run_1/wire_density.png
The bar under the picture is 50 um long. The die is cut into 33 by 33 equal tiles; dark blue is low, red is high, scaled to the fullest tile. Values are wire area over tile area, all layers added.
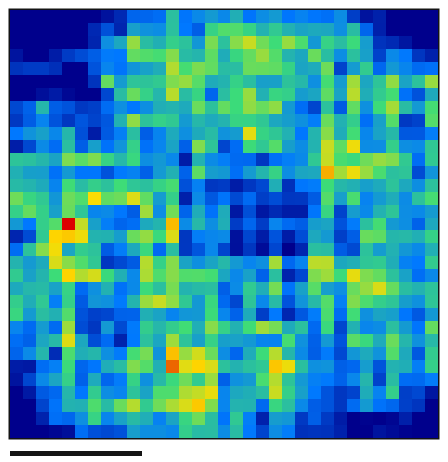
run_1/cell_classes.png
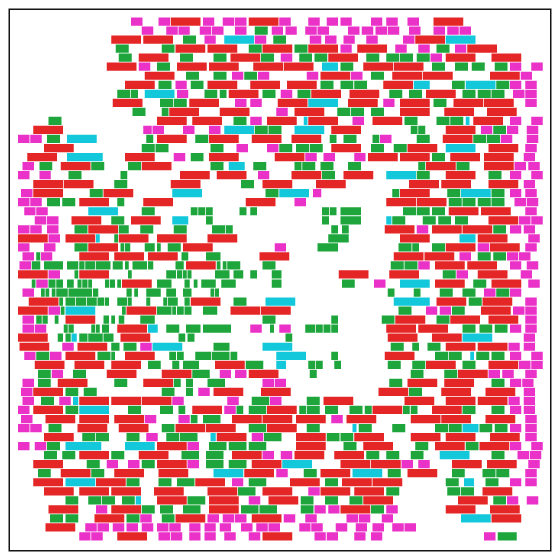
run_1/final_congestion.png
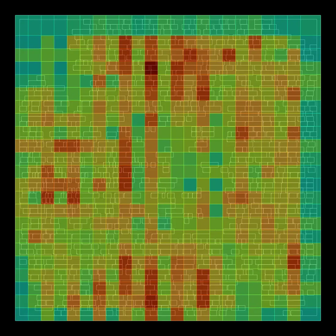
==> config.mk <==
export PLATFORM = sky130hd
export DESIGN_NAME = row_buffer_writer
export DESIGN_NICKNAME = d
export VERILOG_FILES = /design/src/rtl/row_buffer_writer.sv
export SDC_FILE = /design/constraint.sdc
export NUM_CORES = 1
export LEC_CHECK = 0
export ABC_AREA = 0
export CAP_MARGIN = 15
export CORE_MARGIN = 2
export CORE_UTILIZATION = 45
export DETAILED_ROUTE_END_ITERATION = 16
export PLACE_DENSITY = 0.76
export SLEW_MARGIN = 20
export SYNTH_ARGS = -nofsm -noshare
export SYNTH_HDL_FRONTEND = slang
export SYNTH_SLANG_ARGS = --single-unit
==> constraint.sdc <==
create_clock -name clk -period 14.1 [get_ports clk]
set_input_delay 2.82 -clock clk [delete_from_list [all_inputs] [get_ports clk]]
set_output_delay 2.82 -clock clk [all_outputs]
set_load 0.05 [all_outputs]
==> summary.txt, run 1 <==
Status - finished clean
Kind of cell adding the most delay to the critical path - buffers and inverters
Startpoint class of the critical path - flop
Clock-pin slew on the worst setup and hold paths - 0.06 ns
Relative slew slack - 37.47%
Clk ins delay skew pair - 0.53 ns
Buf+Inv Stages, Crit Path - 1
Cells on worst reg2reg path - 6
Internal reg-to-reg setup slack - 11.01 ns
Area of the mapped netlist - 11320 um2
Main area contributors - dfrtp_1, mux2_2, mux2_4
Area post-placement - 14240 um2
DPL Wire Length - 19460 um
NetSw - 1.314 mW
Critical path's largest stage delay - 0.71 ns
Adder share - 1.393%
Syn_area_per_cell - 15.13 um2
Critical Path, Cell by Cell - a21oi_1, nor2b_1, clkdlybuf4s50_1
Ys cells - 748
PostCTS Resize Cnt - 0
Count leader, synth - dfrtp_1
Post-route antenna net violation count - 0
Max frequency - 205.2 MHz
Placed cells - 1306
Comb area share - 27.21%
Library cells used by synthesis - 48
Flop count - 276
Clkbuf count - 40
Fin crit share - 34.56%
Comb. cell area - 4140 um2
Complex Gates by Area - 1.039%
DRT iter0 DRCs - 324
Vias per std cell - 5.137
Clock buf/inv share - 6.364%
Post-CTS setup buffers - 0
GRT Residual Overflow - 0
Residual DRC count - 0
Syn Nets - 773
Critical Path End Type - output port
Top pwr grp - combinational cells
Slew @ Worst Pin - 0.9379 ns
GPL Wtd Cong - 0.7658
FF+latch count, synth - 276
Fill cells - 1956
Clock group total power - 762 uW
Hold crit path type - flop to flop
Cells after synthesis - 748
Largest net degree at the start of global routing - 152
## Picture notes: wire_density.png
nearly empty tiles	6.1%
fullest tile	0.49
tiles over half the peak	18%
emptiest ninth of the die	top left
WL/cell: 20.87 um
drt total wl: 28330 um
vias: 6971
GRT Util Overall: 21.38%

## Picture notes: cell_classes.png
color	class	cells	share of their area
red	flops	276	47%
green	all other logic	425	28%
magenta	other buffers and delay cells	275	19%
cyan	clock drivers and dummy loads	51	6.5%
Core ar.: 24960 um2
Core Util, Final: 60.96%
post-layout instance area: 15220 um2

## Picture notes: final_congestion.png
met2 Use GR: 36.40%
met1 GRT Util: 29.31%
busiest grt layer: met2
routing usage on met3: 3.310%

==> run 1: placed cells by master, fill, tap and decap left out, drive strengths merged, types with 2 or more instances in the layout <==
cell type      count
a21oi              4
and2              28
and3               8
and3b              3
and4bb             3
buf                2
bufinv             3
clkbuf            40
clkdlybuf4s50    273
clkinv             9
dfrtp            276
ha                11
inv                7
mux2             257
nand2             38
nand3              7
nand3b             3
nor2              19
nor2b              7
o21ai              9
xnor2              3
==> run 1: metal layers <==
metal  vias to the layer above  wire (um)  track usage [%]
met4                         0        447            4.465
met1                      3619      12520            29.31
met3                        31       1307            3.310
li1                       3123          -                -
met2                       198      14050            36.40
met5                         -          0                0
--- run 2 (diff from run 1) ---
--- a/config.mk
+++ b/config.mk
@@ -10,7 +10,7 @@
 export CORE_MARGIN = 2
 export CORE_UTILIZATION = 45
 export DETAILED_ROUTE_END_ITERATION = 16
-export PLACE_DENSITY = 0.76
+export PLACE_DENSITY = 0.79
 export SLEW_MARGIN = 20
 export SYNTH_ARGS = -nofsm -noshare
 export SYNTH_HDL_FRONTEND = slang
==> constraint.sdc (replaced) <==
create_clock -name clk -period 4.4 [get_ports clk]
set_input_delay 0.88 -clock clk [delete_from_list [all_inputs] [get_ports clk]]
set_output_delay 0.88 -clock clk [all_outputs]
set_load 0.05 [all_outputs]
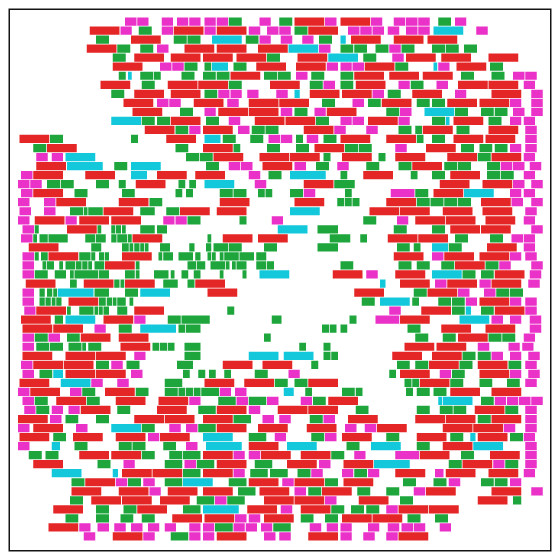
run_2/cell_classes.png
color	class	cells	share of their area
green	all other logic	425	28%
cyan	clock drivers and dummy loads	53	7.1%
red	flops	276	46%
magenta	other buffers and delay cells	277	19%
post-layout instance area: 15350 um2
Seq area share: 44.98%

==> summary.txt, run 2 <==
Dominant logic cell type in the layout - dfrtp_1
Buf+Inv Stages, Crit Path - 1
Hold crit path type - flop to flop
Relative slew slack - 41.93%
DPL Wire Length - 19810 um
Largest net degree at the start of global routing - 87
Met2 WL - 14030 um
GRT Util Overall - 21.66%
FF+latch count, synth - 276
Main area contributors - dfrtp_1, mux2_2, mux2_4
Core ar. - 24960 um2
Ys cells - 748
Vias - 6990
Startpoint class of the critical path - flop
GPL Wtd Cong - 0.7849
WL met1 - 12500 um
Syn Nets - 773
Cells after synthesis - 748
Slew @ Worst Pin - 0.8692 ns
Critical Path, Cell by Cell - inv_1, ha_1, and3b_1, nor2b_1, nand2_2, mux2_2
Internal reg-to-reg setup slack - 1.36 ns
Clkbuf count - 37
Comb. cell area - 4140 um2
Residual DRC count - 0
Clk ins delay skew pair - 0.53 ns
Max frequency - 328.9 MHz
Status - finished clean
Syn_area_per_cell - 15.13 um2
Fin crit share - 69.11%
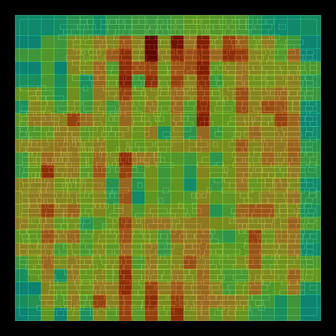
run_2/final_congestion.png
routing usage on met3: 4.151%
Core Util, Final: 61.51%
WL/cell: 21.11 um
met2 Use GR: 35.94%
met1 GRT Util: 29.65%

[run 2: cell families (layout without fill, tap and decap cells)]
| logic type | count (synthesis) | after routing | synth area share, % |
|---|---|---|---|
| xor gates and xnor gates | 4 | 4 | 0.3096 |
| DFF | 276 | 276 | 61.01 |
| and+or+nand+nor | 124 | 124 | 7.384 |
| buffers and inverters | 55 | 338 | 2.409 |
| AOI/OAI and AO/OA | 19 | 19 | 1.039 |
| adders and majority gates | 12 | 12 | 1.393 |
| muxes | 258 | 258 | 26.45 |
[run 2: report_power, final]
group | internal (mW) | switching (mW) | total [mW]
Clock | 1.69 | 0.976 | 2.66
Combinational | 1.51 | 2.91 | 4.42
Sequential | 3.09 | 0.342 | 3.43
Total | 6.29 | 4.23 | 10.5
--- run 3 (diff from run 2) ---
--- a/config.mk
+++ b/config.mk
@@ -10,7 +10,7 @@
 export CORE_MARGIN = 2
 export CORE_UTILIZATION = 45
 export DETAILED_ROUTE_END_ITERATION = 16
-export PLACE_DENSITY = 0.79
+export PLACE_DENSITY = 0.76
 export SLEW_MARGIN = 20
 export SYNTH_ARGS = -nofsm -noshare
 export SYNTH_HDL_FRONTEND = slang
==> constraint.sdc (replaced) <==
create_clock -name clk -period 3.2 [get_ports clk]
set_input_delay 0.64 -clock clk [delete_from_list [all_inputs] [get_ports clk]]
set_output_delay 0.64 -clock clk [all_outputs]
set_load 0.05 [all_outputs]
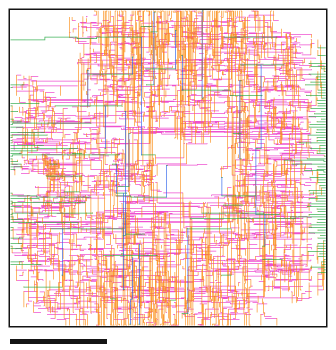
run_3/metal_stack.png
The bar under the picture is 50 um long.
color	layer	wire length
green	met3	1580 um
magenta	met1	12300 um
orange	met2	13800 um
blue	met4	687 um
vias: 7012
WL/cell: 20.73 um
GRT Util Overall: 21.57%

==> summary.txt, run 3 <==
Status - finished clean
DRT iter0 DRCs - 305
Syn_area_per_cell - 15.13 um2
Placed cells - 1318
Mux share - 26.45%
Critical Path, Cell by Cell - a21oi_1, nor2b_1, clkdlybuf4s50_1
Slew @ Worst Pin - 0.6155 ns
Buf+Inv Stages, Crit Path - 1
Most numerous logic cells after layout - dfrtp_1, clkdlybuf4s50_1, mux2_2
Critical Path End Type - output port
Fill cells - 1940
Clock power frac - 24.4%
Kind of cell adding the most delay to the critical path - buffers and inverters
Residual DRC count - 0
GRT Residual Overflow - 0
Post-layout instance area - 15410 um2
Drt total wl - 28440 um
Relative slew slack - 58.84%
Comb. cell area - 4140 um2
Clock-pin slew on the worst setup and hold paths - 0.06 ns
Main area contributors - dfrtp_1, mux2_2, mux2_4
Post-CTS setup buffers - 0
Critical path's largest stage delay - 0.71 ns
Area post-placement - 14390 um2
Adder share - 1.393%
Busiest grt layer - met2
PostCTS Resize Cnt - 0
Met3 WL - 1576 um
Cells on worst reg2reg path - 6
Syn Nets - 773
Highest Signal Layer - met4
Largest net degree at the start of global routing - 55
Vias per std cell - 5.111
Routing usage on met3 - 4.049%
Clock group total power - 3.50 mW
Complex Gates by Area - 1.039%
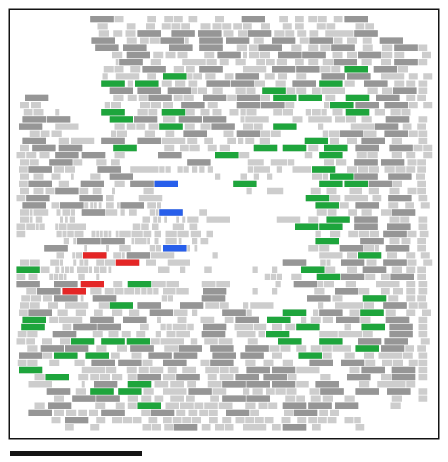
run_3/registers.png
The bar under the picture is 50 um long. Other sequential cells in the stronger gray, the rest of the logic in the fainter gray.
color	signal	placed flops
red	`win_cnt_q`	4
green	`row4Out`	64
blue	`pix_cnt_q`	3
not colored	205
sequential cell power: 4.74 mW
Core Util, Final: 61.73%
FF/Latch Area: 6907 um2
Seq area share: 44.82%

run 3: cell types whose count changed in the layout (fill, tap and decap cells not counted):
cell / previous run / this run
buf_4: 1 / 9
clkinv_4: 2 / 0
inv_6: 0 / 2
clkbuf_8: 4 / 6
inv_8: 0 / 1
bufinv_16: 7 / 4
clkinv_2: 6 / 8
clkbuf_1: 4 / 3
buf_12: 3 / 5
run 3: cell type report:
| class | count | area share [%] |
|---|---|---|
| sequential | 276 | 44.82 |
| clock buffer | 38 | 5.318 |
| multi-input combinational | 417 | 26.87 |
| timing repair buffer | 287 | 18.82 |
| clock inverter | 16 | 1.275 |
| inverter | 8 | 0.2192 |
| tap | 330 | 2.679 |
No activity file was given, so power comes from the tool's default toggle rates.
